**src/rtl/bcd_key_decoder_pkg.sv**
```systemverilog
// Shared types and helpers for the complemented-BCD keypad decoder.
package keydec_pkg;

  typedef enum logic {S_IDLE, S_PRESS} state_t;

  localparam logic [3:0] CODE_NONE = 4'b1111;
  localparam logic [3:0] MAX_DIGIT = 4'd9;

  // Active-low one-hot: bit d low, all others high.
  function automatic logic [9:0] digit_to_onehot_n(input logic [3:0] d);
    return ~(10'd1 << d);
  endfunction

endpackage

```
**src/rtl/bcd_key_decoder_if.sv**
```systemverilog
// Signal bundle between the keypad encoder/consumer side and the decoder.
interface bcd_key_decoder_if #(
  parameter int ERR_W = 8
);
  logic [3:0]       I_n;
  logic [9:0]       O_n;
  logic [3:0]       O_digit;
  logic             O_key_vld;
  logic [3:0]       O_key_code;
  logic             O_key_rel;
  logic             I_key_rdy;
  logic             O_err;
  logic [ERR_W-1:0] O_err_cnt;
  logic             O_ovf;

  modport slave (
    input  I_n, I_key_rdy,
    output O_n, O_digit, O_key_vld, O_key_code, O_key_rel, O_err, O_err_cnt, O_ovf
  );

  modport master (
    output I_n, I_key_rdy,
    input  O_n, O_digit, O_key_vld, O_key_code, O_key_rel, O_err, O_err_cnt, O_ovf
  );
endinterface

```
**src/rtl/bcd_key_decoder_code_debounce.sv**
```systemverilog
// Stability filter: a code must be sampled STABLE_CYCLES times in a row before it is accepted once.
module code_debounce
  import keydec_pkg::*;
#(
  parameter int STABLE_CYCLES = 4
) (
  input  logic       clk,
  input  logic       rst,
  input  logic [3:0] code,
  output logic       accept,
  output logic [3:0] acc_code
);

  localparam int CW = $clog2(STABLE_CYCLES + 1);
  localparam logic [CW-1:0] FULL = CW'(STABLE_CYCLES);
  localparam logic [CW-1:0] LAST = CW'(STABLE_CYCLES - 1);

  logic [3:0]    cand_reg;
  logic [CW-1:0] cnt_reg;

  // Reset to a saturated "no key" run so nothing is accepted coming out of reset.
  always_ff @(posedge clk or posedge rst) begin
    if (rst) begin
      cand_reg <= CODE_NONE;
      cnt_reg  <= FULL;
    end else if (code != cand_reg) begin
      cand_reg <= code;
      cnt_reg  <= CW'(1);
    end else if (cnt_reg < FULL) begin
      cnt_reg <= cnt_reg + 1'b1;
    end
  end

  // Accept on the edge that completes the run; the top registers the result.
  assign accept   = (code == cand_reg) && (cnt_reg == LAST);
  assign acc_code = cand_reg;

endmodule

```
**src/rtl/bcd_key_decoder.sv**
```systemverilog
// Decodes debounced complemented-BCD keypad codes into display lines, a digit and press/release events.
module bcd_key_decoder
  import keydec_pkg::*;
#(
  parameter int STABLE_CYCLES = 4,
  parameter int ERR_W         = 8
) (
  input logic               I_clk,
  input logic               I_rst,
  bcd_key_decoder_if.slave  kif
);

  logic       accept;
  logic [3:0] acc_code;

  code_debounce #(.STABLE_CYCLES(STABLE_CYCLES)) u_debounce (
    .clk      (I_clk),
    .rst      (I_rst),
    .code     (kif.I_n),
    .accept   (accept),
    .acc_code (acc_code)
  );

  state_t           state_reg, state_next;
  logic [3:0]       digit_reg, digit_next;
  logic [9:0]       onehot_reg, onehot_next;
  logic             vld_reg, vld_next;
  logic [3:0]       code_reg, code_next;
  logic             rel_reg, rel_next;
  logic             err_reg, err_next;
  logic [ERR_W-1:0] err_cnt_reg, err_cnt_next;
  logic             ovf_reg, ovf_next;

  logic [3:0] d;
  logic       evt;
  logic [3:0] evt_code;
  logic       evt_rel;

  always_ff @(posedge I_clk or posedge I_rst) begin
    if (I_rst) begin
      state_reg   <= S_IDLE;
      digit_reg   <= 4'd0;
      onehot_reg  <= digit_to_onehot_n(4'd0);
      vld_reg     <= 1'b0;
      code_reg    <= 4'd0;
      rel_reg     <= 1'b0;
      err_reg     <= 1'b0;
      err_cnt_reg <= '0;
      ovf_reg     <= 1'b0;
    end else begin
      state_reg   <= state_next;
      digit_reg   <= digit_next;
      onehot_reg  <= onehot_next;
      vld_reg     <= vld_next;
      code_reg    <= code_next;
      rel_reg     <= rel_next;
      err_reg     <= err_next;
      err_cnt_reg <= err_cnt_next;
      ovf_reg     <= ovf_next;
    end
  end

  always_comb begin
    state_next   = state_reg;
    digit_next   = digit_reg;
    onehot_next  = onehot_reg;
    vld_next     = vld_reg;
    code_next    = code_reg;
    rel_next     = rel_reg;
    err_next     = 1'b0;
    err_cnt_next = err_cnt_reg;
    ovf_next     = ovf_reg;
    evt          = 1'b0;
    evt_code     = 4'd0;
    evt_rel      = 1'b0;
    d            = ~acc_code;

    if (accept) begin
      if (d > MAX_DIGIT) begin
        err_next = 1'b1;
        if (err_cnt_reg != '1)
          err_cnt_next = err_cnt_reg + 1'b1;
      end else if (d != digit_reg) begin
        // Re-accepting the shown digit is ignored so a glitch that returns is silent.
        digit_next  = d;
        onehot_next = digit_to_onehot_n(d);
        evt         = 1'b1;
        case (state_reg)
          S_IDLE: begin
            state_next = S_PRESS;
            evt_code   = d;
          end
          S_PRESS: begin
            if (d == 4'd0) begin
              state_next = S_IDLE;
              evt_code   = digit_reg;
              evt_rel    = 1'b1;
            end else begin
              evt_code   = d;
            end
          end
          default: state_next = S_IDLE;
        endcase
      end
    end

    // A completing handshake frees the slot in time for a same-edge event.
    if (evt) begin
      if (vld_reg && !kif.I_key_rdy) begin
        ovf_next = 1'b1;
      end else begin
        vld_next  = 1'b1;
        code_next = evt_code;
        rel_next  = evt_rel;
      end
    end else if (vld_reg && kif.I_key_rdy) begin
      vld_next = 1'b0;
    end
  end

  assign kif.O_n        = onehot_reg;
  assign kif.O_digit    = digit_reg;
  assign kif.O_key_vld  = vld_reg;
  assign kif.O_key_code = code_reg;
  assign kif.O_key_rel  = rel_reg;
  assign kif.O_err      = err_reg;
  assign kif.O_err_cnt  = err_cnt_reg;
  assign kif.O_ovf      = ovf_reg;

endmodule

```
**src/flat_wrapper.sv**
```systemverilog
// flat-port wrapper written by rule: the top's interface ports become plain ports
module bcd_key_decoder_flat import keydec_pkg::*;
#(
  parameter int STABLE_CYCLES = 4,
  parameter int ERR_W         = 8
)
  (I_clk, I_rst, kif_I_n, kif_I_key_rdy, kif_O_n, kif_O_digit, kif_O_key_vld, kif_O_key_code, kif_O_key_rel, kif_O_err, kif_O_err_cnt, kif_O_ovf);
  bcd_key_decoder_if #(.ERR_W(ERR_W)) kif_i ();
  input logic I_clk;
  input logic I_rst;
  input wire logic [$bits(kif_i.I_n)-1:0] kif_I_n;
  input wire logic [$bits(kif_i.I_key_rdy)-1:0] kif_I_key_rdy;
  output wire logic [$bits(kif_i.O_n)-1:0] kif_O_n;
  output wire logic [$bits(kif_i.O_digit)-1:0] kif_O_digit;
  output wire logic [$bits(kif_i.O_key_vld)-1:0] kif_O_key_vld;
  output wire logic [$bits(kif_i.O_key_code)-1:0] kif_O_key_code;
  output wire logic [$bits(kif_i.O_key_rel)-1:0] kif_O_key_rel;
  output wire logic [$bits(kif_i.O_err)-1:0] kif_O_err;
  output wire logic [$bits(kif_i.O_err_cnt)-1:0] kif_O_err_cnt;
  output wire logic [$bits(kif_i.O_ovf)-1:0] kif_O_ovf;
  assign kif_i.I_n = kif_I_n;
  assign kif_i.I_key_rdy = kif_I_key_rdy;
  assign kif_O_n = kif_i.O_n;
  assign kif_O_digit = kif_i.O_digit;
  assign kif_O_key_vld = kif_i.O_key_vld;
  assign kif_O_key_code = kif_i.O_key_code;
  assign kif_O_key_rel = kif_i.O_key_rel;
  assign kif_O_err = kif_i.O_err;
  assign kif_O_err_cnt = kif_i.O_err_cnt;
  assign kif_O_ovf = kif_i.O_ovf;
  bcd_key_decoder #(.STABLE_CYCLES(STABLE_CYCLES), .ERR_W(ERR_W)) u_core (.I_clk(I_clk), .I_rst(I_rst), .kif(kif_i));
endmodule
```
**config.mk**
```make
export PLATFORM = sky130hd
export DESIGN_NAME = bcd_key_decoder_flat
export DESIGN_NICKNAME = d
export VERILOG_FILES = /design/src/rtl/bcd_key_decoder_pkg.sv /design/src/rtl/bcd_key_decoder_if.sv /design/src/rtl/bcd_key_decoder_code_debounce.sv /design/src/rtl/bcd_key_decoder.sv /design/src/flat_wrapper.sv
export SDC_FILE = /design/constraint.sdc
export NUM_CORES = 1
export LEC_CHECK = 0
export ABC_CLOCK_PERIOD_IN_PS = 4630
export CAP_MARGIN = 0
export CORE_AREA = 2 2 61 69
export DETAILED_ROUTE_END_ITERATION = 6
export DIE_AREA = 0 0 63 71
export PLACE_DENSITY = 0.77
export SYNTH_ARGS = -nofsm -noshare
export SYNTH_HDL_FRONTEND = slang
export SYNTH_SLANG_ARGS = --single-unit
```
**constraint.sdc**
```tcl
create_clock -name I_clk -period 4.63 [get_ports I_clk]
set_clock_uncertainty 0.1 [all_clocks]
set_input_delay 0.463 -clock I_clk [delete_from_list [all_inputs] [get_ports I_clk]]
set_output_delay 0.463 -clock I_clk [all_outputs]
set_load 0.005 [all_outputs]
```
Figure 1. Routed metal per tile.
The bar under the picture is 20 µm long. The die is cut into 13 by 14 equal tiles; dark blue is low, red is high, scaled to the fullest tile. Values are wire area over tile area, all layers added.
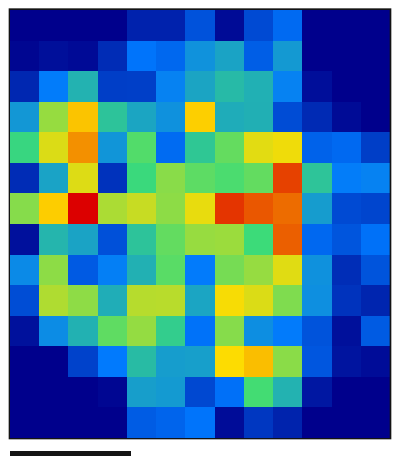
26% of the tiles are over half the peak. The emptiest ninth of the die: top right. The mean over all tiles is 0.12.

Figure 2. Congestion heat map.
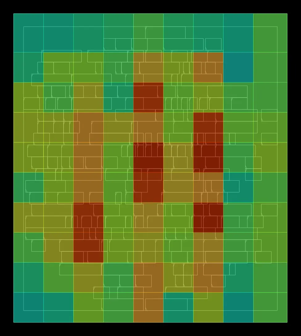
M2 GR Usage: 30.5%
Global Route Usage Sum: 17.8%
Avg WL per Cell: 14.3 µm

Figure 3. Cell classes on the final placement.
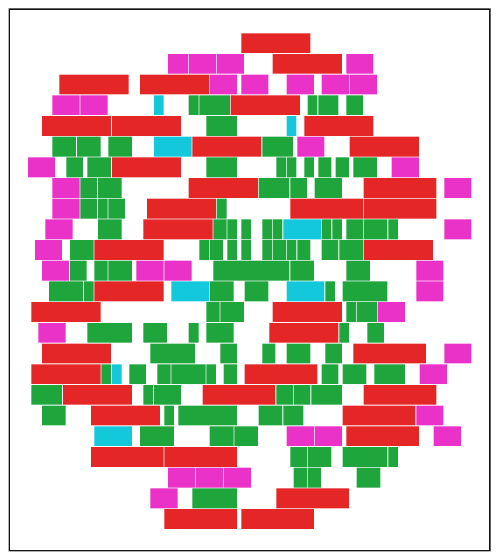
Key: remaining buffers and delay cells = magenta [cells 37]; clock drivers and dummy loads = cyan [cells 8]; registers = red [cells 38]; remaining logic cells = green [cells 108]

Figure 4. Sequential cells coloured by netlist name.
The bar under the picture is 20 µm long. Other sequential cells in the stronger grey, the rest of the logic in the fainter grey.
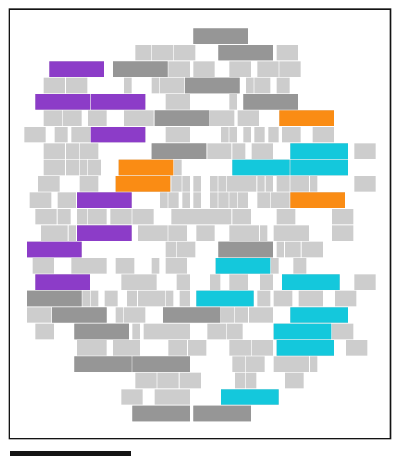
Key: u_core.kif.O_digit = orange [sequential cells 4]; u_core.kif.O_err_cnt = purple [sequential cells 8]; u_core.kif.O_n = cyan [sequential cells 10]

Figure 5. Signal wires by layer.
The bar under the picture is 20 µm long.
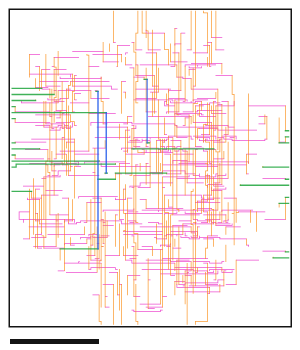
Key: M4 = blue [wire length 63.2 µm]; M3 = green [wire length 171 µm]; M1 = magenta [wire length 1,460 µm]; M2 = orange [wire length 1,780 µm]

==> flow_metrics.py <==
# Physical implementation metrics
metrics = {
    "global_routing": {
        "use_met3_pct": 5.09,
        "use_met1_pct": 20.4,
        "grt_pass1_vias": 1363,
        "grt_max_degree": 39,
        "grt_pass1_wl_um": 6290,
        "grt_overflow": 0,
    },
    "power": {
        "p_leak_nw": 0.926,
        "p_per_area_nw_per_um2": 301,
        "powerClk_mw": 0.212,
        "vdd_drop_max_mv": 0.182,
        "power.internal_mw": 0.519,
        "switchingPower_mw": 0.169,
        "powerComb_mw": 0.0941,
        "pwr-share-clk_pct": 30.8,
        "p_seq_mw": 0.382,
        "swShare_pct": 24.6,
        "maxPowerGroup": "sequential cells",
    },
    "finish": {
        "layout_top_cell": "clkdlybuf4s50_1",
        "final_cell_area_um2": 2290,
        "largestClassByArea": "registers",
        "comb_cells": 105,
        "largest_register_ffs": 10,
        "fin_cells": 243,
        "signal_buffers": 37,
        "lay_top_cells": "clkdlybuf4s50_1 (36), dfrtp_1 (24), nand2_1 (15)",
        "inverters": 3,
        "logic_area_um2": 798,
        "seq_area_um2": 968,
        "comb_area_share_pct": 34.8,
        "synthToLayoutAreaGrowth_pct": 23.5,
        "clock_cell_area_share_pct": 3.50,
        "drive_above_1_share_pct": 15.7,
        "nets": 200,
        "fillers": 329,
    },
    "min_path": {
        "hold_class": "reg2reg",
        "hold_end": "u_core.kif.O_ovf",
        "hp-start": "u_core.kif.O_ovf",
        "min_path_cells": 1,
    },
    "synth": {
        "synth-xor-area-share_pct": 8.36,
        "top_cells_by_count": "dfrtp_1 (24), nand2_1 (15), dfstp_2 (14)",
        "async_flop_share_pct": 100,
        "synthTopLogicFamily": "simple AND/OR/NAND/NOR gates",
        "ys_sh_aoi_pct": 12.3,
        "synth.distinct_cells": 42,
        "synth-seq-cells": 38,
        "syn_area_um2": 1860,
        "flop_cell": "dfrtp_1",
        "topCellsByArea": "dfrtp_1 (32%), dfstp_2 (20%), xnor2_1 (5.7%), mux2_1 (3.6%), nand2_1 (3.0%)",
        "edf_count": 0,
        "top_area_cell": "dfrtp_1",
        "yosysCellCount": 160,
        "synthCells": 160,
        "ys_area_um2": 1860,
        "fa_ha_area_share_pct": 2.02,
        "mux_share_pct": 4.18,
        "top_area_share_pct": 32.4,
    },
    "final_timing": {
        "period_minus_slack_ns": 2.72,
        "hold_ws_ns": 0.386,
        "hold_violations": 0,
        "setup_viol": 0,
        "clock.fmax_mhz": 368,
        "post-route-period-util_pct": 58.8,
    },
    "placed_design": {
        "place_ws_ns": 1.78,
        "dp_hpwl_um": 2490,
        "port-buffer-count": 36,
        "place_area_um2": 2210,
    },
    "worst_setup_path": {
        "cp_max_fo": 25,
        "path_buffers": 0,
        "cp.depth": 5,
        "start_kind": "register",
        "slowest_stage": "dfstp_2",
        "rr_startpoint": "u_core.u_debounce.acc_code[3]",
        "crit_family": "simple AND/OR/NAND/NOR gates",
        "arrival_ns": 2.79,
        "r2r_slack_ns": 1.91,
        "cp_cell_sequence": "xnor2_1 -> nand4_4 -> nor3_2 -> nand2_1 -> mux2_1",
        "critical_path_class": "reg2reg",
        "crit_path_start": "u_core.u_debounce.acc_code[3]",
    },
    "clocking": {
        "cts_buffer_depth": 2,
        "numCtsBuffers": 5,
        "postCtsSetupRepairBufs": 0,
        "clk_latency_ns": 0.28,
        "postCtsHoldBufs": 0,
        "tritoncts": "done",
        "clock-sinks": 38,
        "post_cts_resized": 0,
        "root_buffer": "clkbuf_8",
    },
    "floorplanning": {
        "dieHeight_um": 71,
        "die_width_um": 63,
        "n_tap_cell": 52,
        "coreArea_um2": 3810,
        "chipArea_um2": 4470,
    },
    "route": {
        "met1_length_um": 1460,
        "wirelength_um": 3480,
        "met3_length_um": 171,
        "first_iter_violations": 30,
        "viasPerCell": 5.31,
        "route.met2.wl_um": 1780,
        "num_vias": 1291,
        "drt-pass1-iter-count": 4,
        "top_layer_used": "met4",
    },
    "outcome": {
        "status": "complete, no violations",
    },
}
Power is estimated from default activity; no workload was simulated.
